`src/rtl/id_ex_stage.sv`:
```
// id_ex_stage: ID/EX pipeline register with load-use hazard detection, branch flush and saturating event counters
module id_ex_stage #(
    parameter int DATA_W = 32,
    parameter int CNT_W  = 16
) (
    input  logic              clk,
    input  logic              rst,
    input  logic              RegWrite_ID,
    input  logic              MemtoReg_ID,
    input  logic              MemRead_ID,
    input  logic              MemWrite_ID,
    input  logic              ALUSrc_ID,
    input  logic              RegDst_ID,
    input  logic [1:0]        ALUOp_ID,
    input  logic [DATA_W-1:0] ReadData1_ID,
    input  logic [DATA_W-1:0] ReadData2_ID,
    input  logic [DATA_W-1:0] SignExt_ID,
    input  logic [4:0]        Rs_IF_ID,
    input  logic [4:0]        Rt_IF_ID,
    input  logic [4:0]        Rd_IF_ID,
    input  logic              Flush,
    output logic              RegWrite_ID_EX,
    output logic              MemtoReg_ID_EX,
    output logic              MemRead_ID_EX,
    output logic              MemWrite_ID_EX,
    output logic              ALUSrc_ID_EX,
    output logic              RegDst_ID_EX,
    output logic [1:0]        ALUOp_ID_EX,
    output logic [DATA_W-1:0] ReadData1_ID_EX,
    output logic [DATA_W-1:0] ReadData2_ID_EX,
    output logic [DATA_W-1:0] SignExt_ID_EX,
    output logic [4:0]        Rs_ID_EX,
    output logic [4:0]        Rt_ID_EX,
    output logic [4:0]        Rd_ID_EX,
    output logic              Valid_ID_EX,
    output logic              PC_Write,
    output logic              IF_ID_Write,
    output logic [CNT_W-1:0]  Stall_Count,
    output logic [CNT_W-1:0]  Flush_Count
);
    logic hazard, stall, bubble;

    assign hazard = MemRead_ID_EX & Valid_ID_EX & (Rt_ID_EX != 5'd0) &
                    ((Rt_ID_EX == Rs_IF_ID) | (Rt_ID_EX == Rt_IF_ID));
    assign stall       = hazard & ~Flush;
    assign bubble      = Flush | stall;
    assign PC_Write    = ~stall;
    assign IF_ID_Write = ~stall;

    // Controls and valid clear on a bubble so the squashed slot can never write anything
    always_ff @(posedge clk or posedge rst) begin
        if (rst) begin
            RegWrite_ID_EX <= 1'b0;
            MemtoReg_ID_EX <= 1'b0;
            MemRead_ID_EX  <= 1'b0;
            MemWrite_ID_EX <= 1'b0;
            ALUSrc_ID_EX   <= 1'b0;
            RegDst_ID_EX   <= 1'b0;
            ALUOp_ID_EX    <= 2'b00;
            Valid_ID_EX    <= 1'b0;
        end else begin
            RegWrite_ID_EX <= RegWrite_ID & ~bubble;
            MemtoReg_ID_EX <= MemtoReg_ID & ~bubble;
            MemRead_ID_EX  <= MemRead_ID & ~bubble;
            MemWrite_ID_EX <= MemWrite_ID & ~bubble;
            ALUSrc_ID_EX   <= ALUSrc_ID & ~bubble;
            RegDst_ID_EX   <= RegDst_ID & ~bubble;
            ALUOp_ID_EX    <= bubble ? 2'b00 : ALUOp_ID;
            Valid_ID_EX    <= ~bubble;
        end
    end

    // Operands and specifiers load every edge; under a bubble they are don't-care
    always_ff @(posedge clk or posedge rst) begin
        if (rst) begin
            ReadData1_ID_EX <= '0;
            ReadData2_ID_EX <= '0;
            SignExt_ID_EX   <= '0;
            Rs_ID_EX        <= 5'd0;
            Rt_ID_EX        <= 5'd0;
            Rd_ID_EX        <= 5'd0;
        end else begin
            ReadData1_ID_EX <= ReadData1_ID;
            ReadData2_ID_EX <= ReadData2_ID;
            SignExt_ID_EX   <= SignExt_ID;
            Rs_ID_EX        <= Rs_IF_ID;
            Rt_ID_EX        <= Rt_IF_ID;
            Rd_ID_EX        <= Rd_IF_ID;
        end
    end

    // Event counters stick at all-ones instead of wrapping
    always_ff @(posedge clk or posedge rst) begin
        if (rst) begin
            Stall_Count <= '0;
            Flush_Count <= '0;
        end else begin
            Stall_Count <= Stall_Count + CNT_W'(stall & ~&Stall_Count);
            Flush_Count <= Flush_Count + CNT_W'(Flush & ~&Flush_Count);
        end
    end
endmodule

```
`config.mk`:
```
export PLATFORM = sky130hd
export DESIGN_NAME = id_ex_stage
export DESIGN_NICKNAME = d
export VERILOG_FILES = /design/src/rtl/id_ex_stage.sv
export SDC_FILE = /design/constraint.sdc
export NUM_CORES = 1
export LEC_CHECK = 0
export ABC_AREA = 0
export CAP_MARGIN = 40
export CORE_MARGIN = 10
export CORE_UTILIZATION = 30
export CTS_CLUSTER_DIAMETER = 50
export DETAILED_ROUTE_END_ITERATION = 16
export PLACE_DENSITY = 0.67
export SYNTH_ARGS = -nofsm -noshare
export SYNTH_HDL_FRONTEND = slang
export SYNTH_SLANG_ARGS = --single-unit
```
`constraint.sdc`:
```
create_clock -name clk -period 6 [get_ports clk]
set_clock_uncertainty 0.1 [all_clocks]
set_input_delay 1.2 -clock clk [delete_from_list [all_inputs] [get_ports clk]]
set_output_delay 1.2 -clock clk [all_outputs]
set_load 0.005 [all_outputs]
```
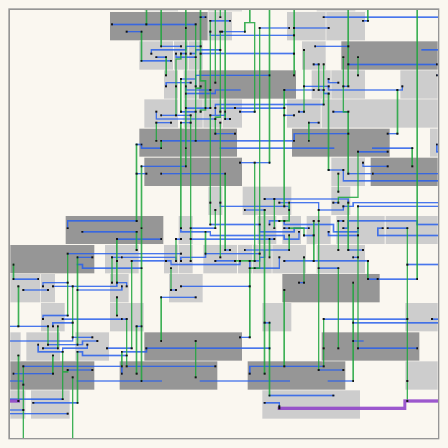
Figure 1: run 1, a small window of the routed layout.
Region (16, 88) to (56, 128) µm. Cells in grey, sequential cells in the stronger grey; small squares are vias.
[met3] purple
[met2] green
[met1] blue
most frequent: dfrtp_1 (15), xnor2_1 (8), nand3_1 (7)
cells with their middle in the window: 63
sequential cells in the window: 15
netlist names of flops here include: `Stall_Count` (15)

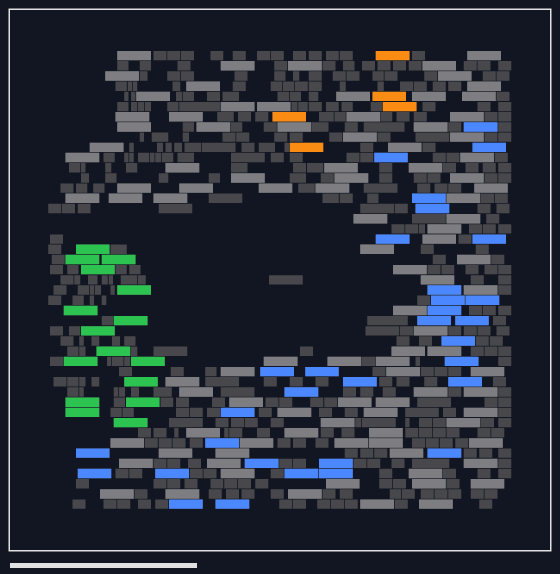
Figure 2: run 1, sequential cells grouped by signal name.
The bar under the picture is 50 µm long. Other sequential cells in the stronger grey, the rest of the logic in the fainter grey.
[`Flush_Count`] green | placed flops: 16
[`ReadData2_ID_EX`] blue | placed flops: 32
[`Rs_ID_EX`] orange | placed flops: 5
not coloured: 99

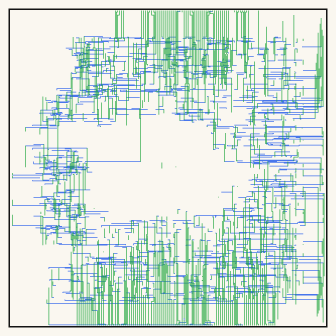
Figure 3: run 1, signal wires by layer.
Two of the layers only.
[met2] green | wire length: 8120 µm
[met1] blue | wire length: 5400 µm

==> run_results.csv, run 1 <==
group,metric,value,unit
synthesis,top_cell,"dfrtp_1",
floorplanning,core_area,0.01515,mm²
drt,wire_per_inst,20.30,µm
clock_tree,tritoncts,"built",
critical_path,crit_family,"buffers and inverters",
critical_path,r2r_slack,3.22,ns
synthesis,synthCells,263,
cells_and_area,fillers,1233,
critical_path,critical_path_buf_inv_count,3,
drt,routed-wl-met2,8122,µm
critical_path,start_kind,"primary input",
synthesis,yosys.area.top_type,"dfrtp_1",
power_and_ir_drop,p_total,0.002505,W
placement,port_buffers,275,
cells_and_area,fin_nets,683,
clock_tree,htreeDepth,4,
clock_tree,hold_buffers,0,
synthesis,ys.flops,152,
cells_and_area,antenna_cells,0,
clock_tree,clock_path_buffers,2,
power_and_ir_drop,switching_share,21.72,%
power_and_ir_drop,maxPowerGroup,"sequential cells",
drt,antenna_left,0,
timing,min_period,4.537,ns
critical_path,r2r-end,"Stall_Count[12]",
synthesis,adder_share,1.083,%
power_and_ir_drop,p_int,0.001961,W
critical_path,r2r_cells,12,
critical_path,cp_max_fo,11,
power_and_ir_drop,p_seq,0.00114,W
synthesis,yosys-top-cells-count,"152 x dfrtp_1, 24 x xnor2_1, 17 x nand3_1",
cells_and_area,layout-drive-gt1-share,7.719,%
synthesis,mux_share,0,%
global_route,globalRouteMet2Util,26.09,%
synthesis,topCellsByArea,"dfrtp_1 82%, xnor2_1 4.6%, xor2_1 2.7%, nor3b_2 2.4%, nand3_1 1.8%",
status,outcome,"completed",
power_and_ir_drop,vdd_drop_max,219.2,µV
drt,via_count,3203,
critical_path,slowest_stage,"clkdlybuf4s50_1",
synthesis,yosys_area,0.004619,mm²
timing,worst_pin_slew,0.6769,ns
global_route,busiest_layer,"met2",
clock_tree,post-cts-setup-buffers,0,
timing,drv_slew,0,
synthesis,synth_cell_type_count,21,
timing,maxSlewHeadroom,54.73,%
critical_path,critical_path_arrival,3.24,ns
drt,via_per_inst,4.226,
job,maxCapViolations,0,
synthesis,ys_cells,263,
critical_path,crit_required,4.70,ns
global_route,antenna_found_initial,0,
synthesis,aoi_share,0.6501,%
synthesis,edf_count,0,
global_route,gr-usage-met3,5.969,%
synthesis,ys_sh_simple,8.153,%
worst_hold_path,hold_path_depth,1,
critical_path,crit_type,"primary input to primary output",
drt,wl_met1,5401,µm
clock_tree,clock_latency,0.40,ns
drt,met3_length,1575,µm
timing,finalClockPeriodUsage,75.62,%
cells_and_area,final_cells,758,
power_and_ir_drop,comb_power_share,11.9,%
drt,drtIter0Drc,80,
worst_hold_path,hold_class,"flip-flop to flip-flop",
drt,top_layer_used,"met4",
global_route,grt_max_degree,85,
clock_tree,cts_sinks,152,
global_route,grtUsageMet1,15.13,%
clock_tree,cts_buffers,17,
power_and_ir_drop,p_clk_share,42.7,%
job,warnings,26,
power_and_ir_drop,leakage,3.507,nW
critical_path,startpoint,"Rt_IF_ID[2]",
critical_path,crit_cells,8,
placement,dp_hpwl,12400,µm
critical_path,cp-end-kind,"primary output",
critical_path,critical_path.max_stage_delay,0.46,ns
global_route,grt_pass1_vias,3469,
critical_path,path_cells,"clkdlybuf4s50_1 > xor2_1 > nor3_1 > nand3_1 > a21oi_2 > buf_4 > or2b_1 > clkdlybuf4s50_1",
cells_and_area,area_growth,78.14,%
floorplanning,ios,276,
synthesis,ys_seq_share,82.34,%
clock_tree,cts_resized,0,
synthesis,avgSynthCellArea,17.56,µm²
run 1: placed cells by master, fill, tap and decap left out:
cell / synthesis / final
nor3_1: 4 / 4
ha_1: 4 / 4
buf_4: 1 / 2
clkbuf_1: 1 / 4
nand3_1: 17 / 17
or2b_1: 1 / 1
nor3b_2: 9 / 9
clkbuf_16: 0 / 17
clkinv_4: 0 / 2
clkinv_2: 0 / 2
inv_6: 0 / 3
a21oi_2: 1 / 1
clkinvlp_4: 0 / 1
nand2_1: 12 / 12
bufinv_16: 0 / 3
clkbuf_8: 0 / 1
buf_16: 0 / 1
and3_1: 5 / 5
xnor2_1: 24 / 24
clkdlybuf4s50_1: 0 / 275
o211ai_2: 1 / 1
and4_1: 1 / 1
nand4_1: 4 / 4
xor2_1: 14 / 14
dfrtp_1: 152 / 152
nor2_1: 8 / 8
o31a_1: 1 / 1
or4_4: 1 / 1
run 1: metrics by stage:
stage	util (%)	hold slack (ns)	setup WS (ns)	area (µm²)
CTS	54.33	0.3952	1.443	8229
detailed placement	50.39	0.3857	1.449	7632
global route	54.33	0.4135	1.295	8229
finish	54.33	0.3914	1.463	8229
floorplan	-	0.3774	0.6069	4619
global placement	50.21	0.3797	1.471	7605
run 1: flip-flops by register name, summed over array words and instances (netlist names), 2 cells and up:
name,cells
ALUOp_ID_EX,2
Flush_Count,16
Rd_ID_EX,5
ReadData1_ID_EX,32
ReadData2_ID_EX,32
Rs_ID_EX,5
Rt_ID_EX,5
SignExt_ID_EX,32
Stall_Count,16
run 1: layout make-up:
cell class                      count  area (µm²)  area share [%]
Tap cell                          188       235.2           2.858
Sequential cell                   152        3804           46.22
Inverter                            1       8.758          0.1064
Clock buffer                       22       454.2           5.519
Clock inverter                     10       142.6           1.733
Timing Repair Buffer              278        2795           33.97
Multi-Input combinational cell    107       789.5           9.594
Figure 4. Nets reached from selected ports (run 1).
The bar under the picture is 50 µm long.
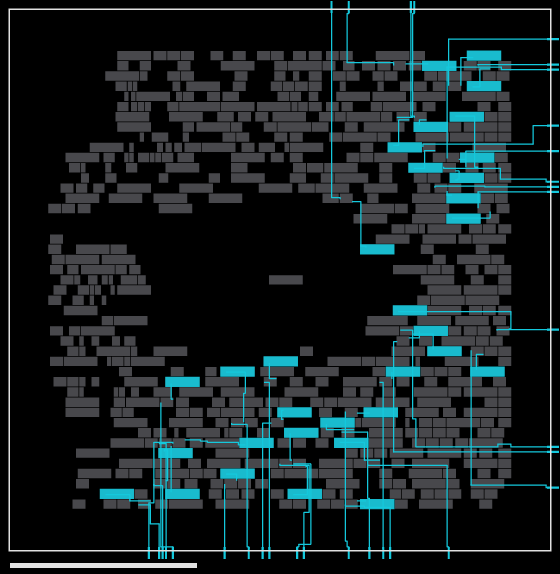

==> inputs of run 2 (changes only) <==
--- a/config.mk
+++ b/config.mk
@@ -11,7 +11,7 @@
 export CORE_UTILIZATION = 30
 export CTS_CLUSTER_DIAMETER = 50
 export DETAILED_ROUTE_END_ITERATION = 16
-export PLACE_DENSITY = 0.67
+export PLACE_DENSITY = 0.69
 export SYNTH_ARGS = -nofsm -noshare
 export SYNTH_HDL_FRONTEND = slang
 export SYNTH_SLANG_ARGS = --single-unit
==> constraint.sdc (replaced) <==
create_clock -name clk -period 3.8 [get_ports clk]
set_clock_uncertainty 0.1 [all_clocks]
set_input_delay 0.76 -clock clk [delete_from_list [all_inputs] [get_ports clk]]
set_output_delay 0.76 -clock clk [all_outputs]
set_load 0.005 [all_outputs]
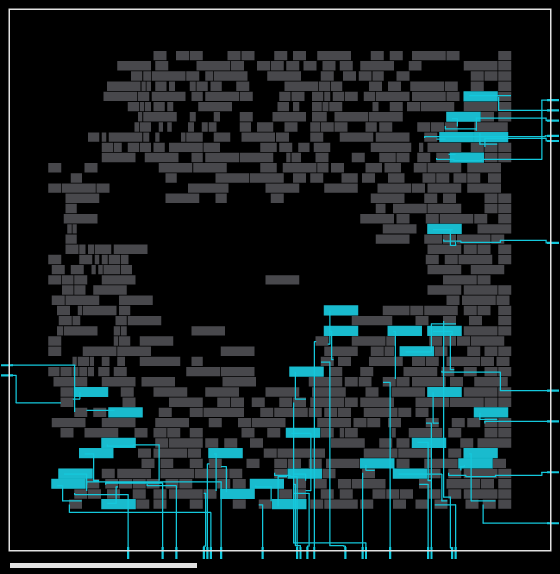
Figure 5: run 2, nets reached from selected ports.
The bar under the picture is 50 µm long.
[`SignExt_ID`] cyan | bits: 32 | direction: input | edge: 20 bottom, 10 right, 2 left | end cells: 32 | buffers: 32 | wire: 1340 µm

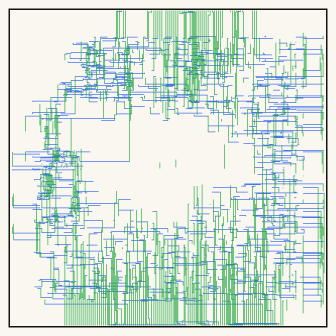
Figure 6: run 2, signal wires by layer.
Two of the layers only.
[met2] green | wire length: 8280 µm
[met1] blue | wire length: 5040 µm

==> run 2 against run 1 <==
  * Count of clock-buffer cells in the layout is 1 lower
  * First-iteration DRC count grew 8.8%
  * Largest cell class unchanged
  * Critical endpoint is now IF_ID_Write
  * Synthesized area is the same
==> run_results.csv, run 2 <==
group,metric,value,unit
status,outcome,"completed",
critical_path,critical_path_arrival,2.58,ns
critical_path,crit_type,"primary input to primary output",
timing,drv_slew,0,
timing,hold_ws,0.3835,ns
timing,worst_pin_slew,0.8716,ns
worst_hold_path,hold_class,"flip-flop to flip-flop",
clock_tree,clock_latency,0.41,ns
critical_path,cp-end-kind,"primary output",
cells_and_area,area_growth,79.12,%
worst_hold_path,hold_path_depth,1,
job,maxCapViolations,0,
synthesis,topCellsByArea,"dfrtp_1 82%, xnor2_1 4.6%, xor2_1 2.7%, nor3b_2 2.4%, nand3_1 1.8%",
cells_and_area,top_regs,"ReadData1_ID_EX (32), ReadData2_ID_EX (32), SignExt_ID_EX (32)",
drt,antenna_left,0,
floorplanning,core_area,0.01515,mm²
timing,min_period,3.441,ns
drt,top_layer_used,"met4",
cells_and_area,layout-drive-gt1-share,7.895,%
drt,via_count,3185,
placement,dp_hpwl,12050,µm
global_route,antenna_found_initial,0,
synthesis,avgSynthCellArea,17.56,µm²
job,warnings,26,
critical_path,cp_max_fo,2,
clock_tree,tritoncts,"built",
global_route,grt_pass1_vias,3546,
cells_and_area,lay_top_cells,"275 x clkdlybuf4s50_1, 152 x dfrtp_1, 24 x xnor2_1, 17 x nand3_1, 17 x clkbuf_16",
drt,drtIter0Drc,87,
cells_and_area,final_cells,758,
clock_tree,cts_sinks,152,
placement,port_buffers,275,
synthesis,ys_cells,263,
clock_tree,hold_buffers,0,
global_route,grt_max_degree,83,
clock_tree,cts_resized,0,
clock_tree,clock_path_buffers,2,
synthesis,synth_cell_type_count,21,
cells_and_area,postLayoutCoreUtil,54.63,%
cells_and_area,lay_top_count,"clkdlybuf4s50_1",
critical_path,r2r_cells,12,
global_route,busiest_layer,"met2",
clock_tree,cts_buffers,17,
synthesis,top_cell,"dfrtp_1",
power_and_ir_drop,vdd_drop_max,263.4,µV
synthesis,synthCells,263,
floorplanning,ios,276,
clock_tree,htreeDepth,4,
critical_path,start_kind,"primary input",
synthesis,ys.flops,152,
drt,routed-wl-met2,8282,µm
drt,wire_per_inst,19.73,µm
global_route,grtUsageMet1,13.69,%
critical_path,crit_required,2.94,ns
timing,maxSlewHeadroom,41.89,%
global_route,globalRouteMet2Util,26.46,%
power_and_ir_drop,leakage,3.523,nW
drt,met3_length,1367,µm
==> run 2: cell counts after synthesis <==
No cell type changed its count.
==> run 2: kinds of logic after synthesis <==
family                     count (synthesis)  synth area share (%)
and+or+nand+nor                           62                 8.153
xor gates and xnor gates                  38                 7.205
AOI/OAI and AO/OA                          3                0.6501
adders and majority gates                  4                 1.083
buffers and inverters                      4                0.5687
DFF                                      152                 82.34
==> run 2: area by class of cell <==
type,count,area (µm²)
Timing Repair Buffer,279,2795
Multi-Input combinational cell,107,789.5
Clock inverter,10,192.7
Sequential cell,152,3804
Clock buffer,21,450.4
Tap cell,188,235.2
Fill cell,1226,6872
Inverter,1,7.507
==> run 2: power by group <==
group / internal [W] / switching (W) / leakage, nW / total (W)
logic: 0.000319 / 0.000150 / 1.37 / 0.000469
clock network: 0.00119 / 0.000643 / 0.308 / 0.00183
registers: 0.00172 / 0.0000713 / 1.84 / 0.00179
==> run 2: stage by stage <==
step / worst slack (ns) / area (µm²)
after floorplan: 1.023 / 4623
after global placement: 0.3686 / 7631
after detailed placement: 0.2551 / 7631
after CTS: 0.3521 / 8274
after global routing: 0.2586 / 8274
final: 0.3592 / 8274
==> run 2: final timing paths <==
path,slack [ns],start,endpoint
worst max register to register,1.07,Rt_ID_EX[2],Stall_Count[12]
worst max-delay path,0.36,Rt_IF_ID[2],IF_ID_Write
worst min-delay path,0.38,Stall_Count[7],Stall_Count[7]
worst min register to register,0.38,Stall_Count[7],Stall_Count[7]
max in group asynchronous,2.10,rst,Flush_Count[15]
min in group asynchronous,0.73,rst,ReadData2_ID_EX[30]
==> run 2: worst max-delay path, stage by stage <==
cell	delay [ns]
clkdlybuf4s50_1	0.45
xor2_1	0.16
nor3_1	0.21
nand3_1	0.12
a21oi_2	0.17
or2b_1	0.26
clkdlybuf4s50_1	0.46
Power figures rest on the tool's default switching activity, not on a simulated workload.
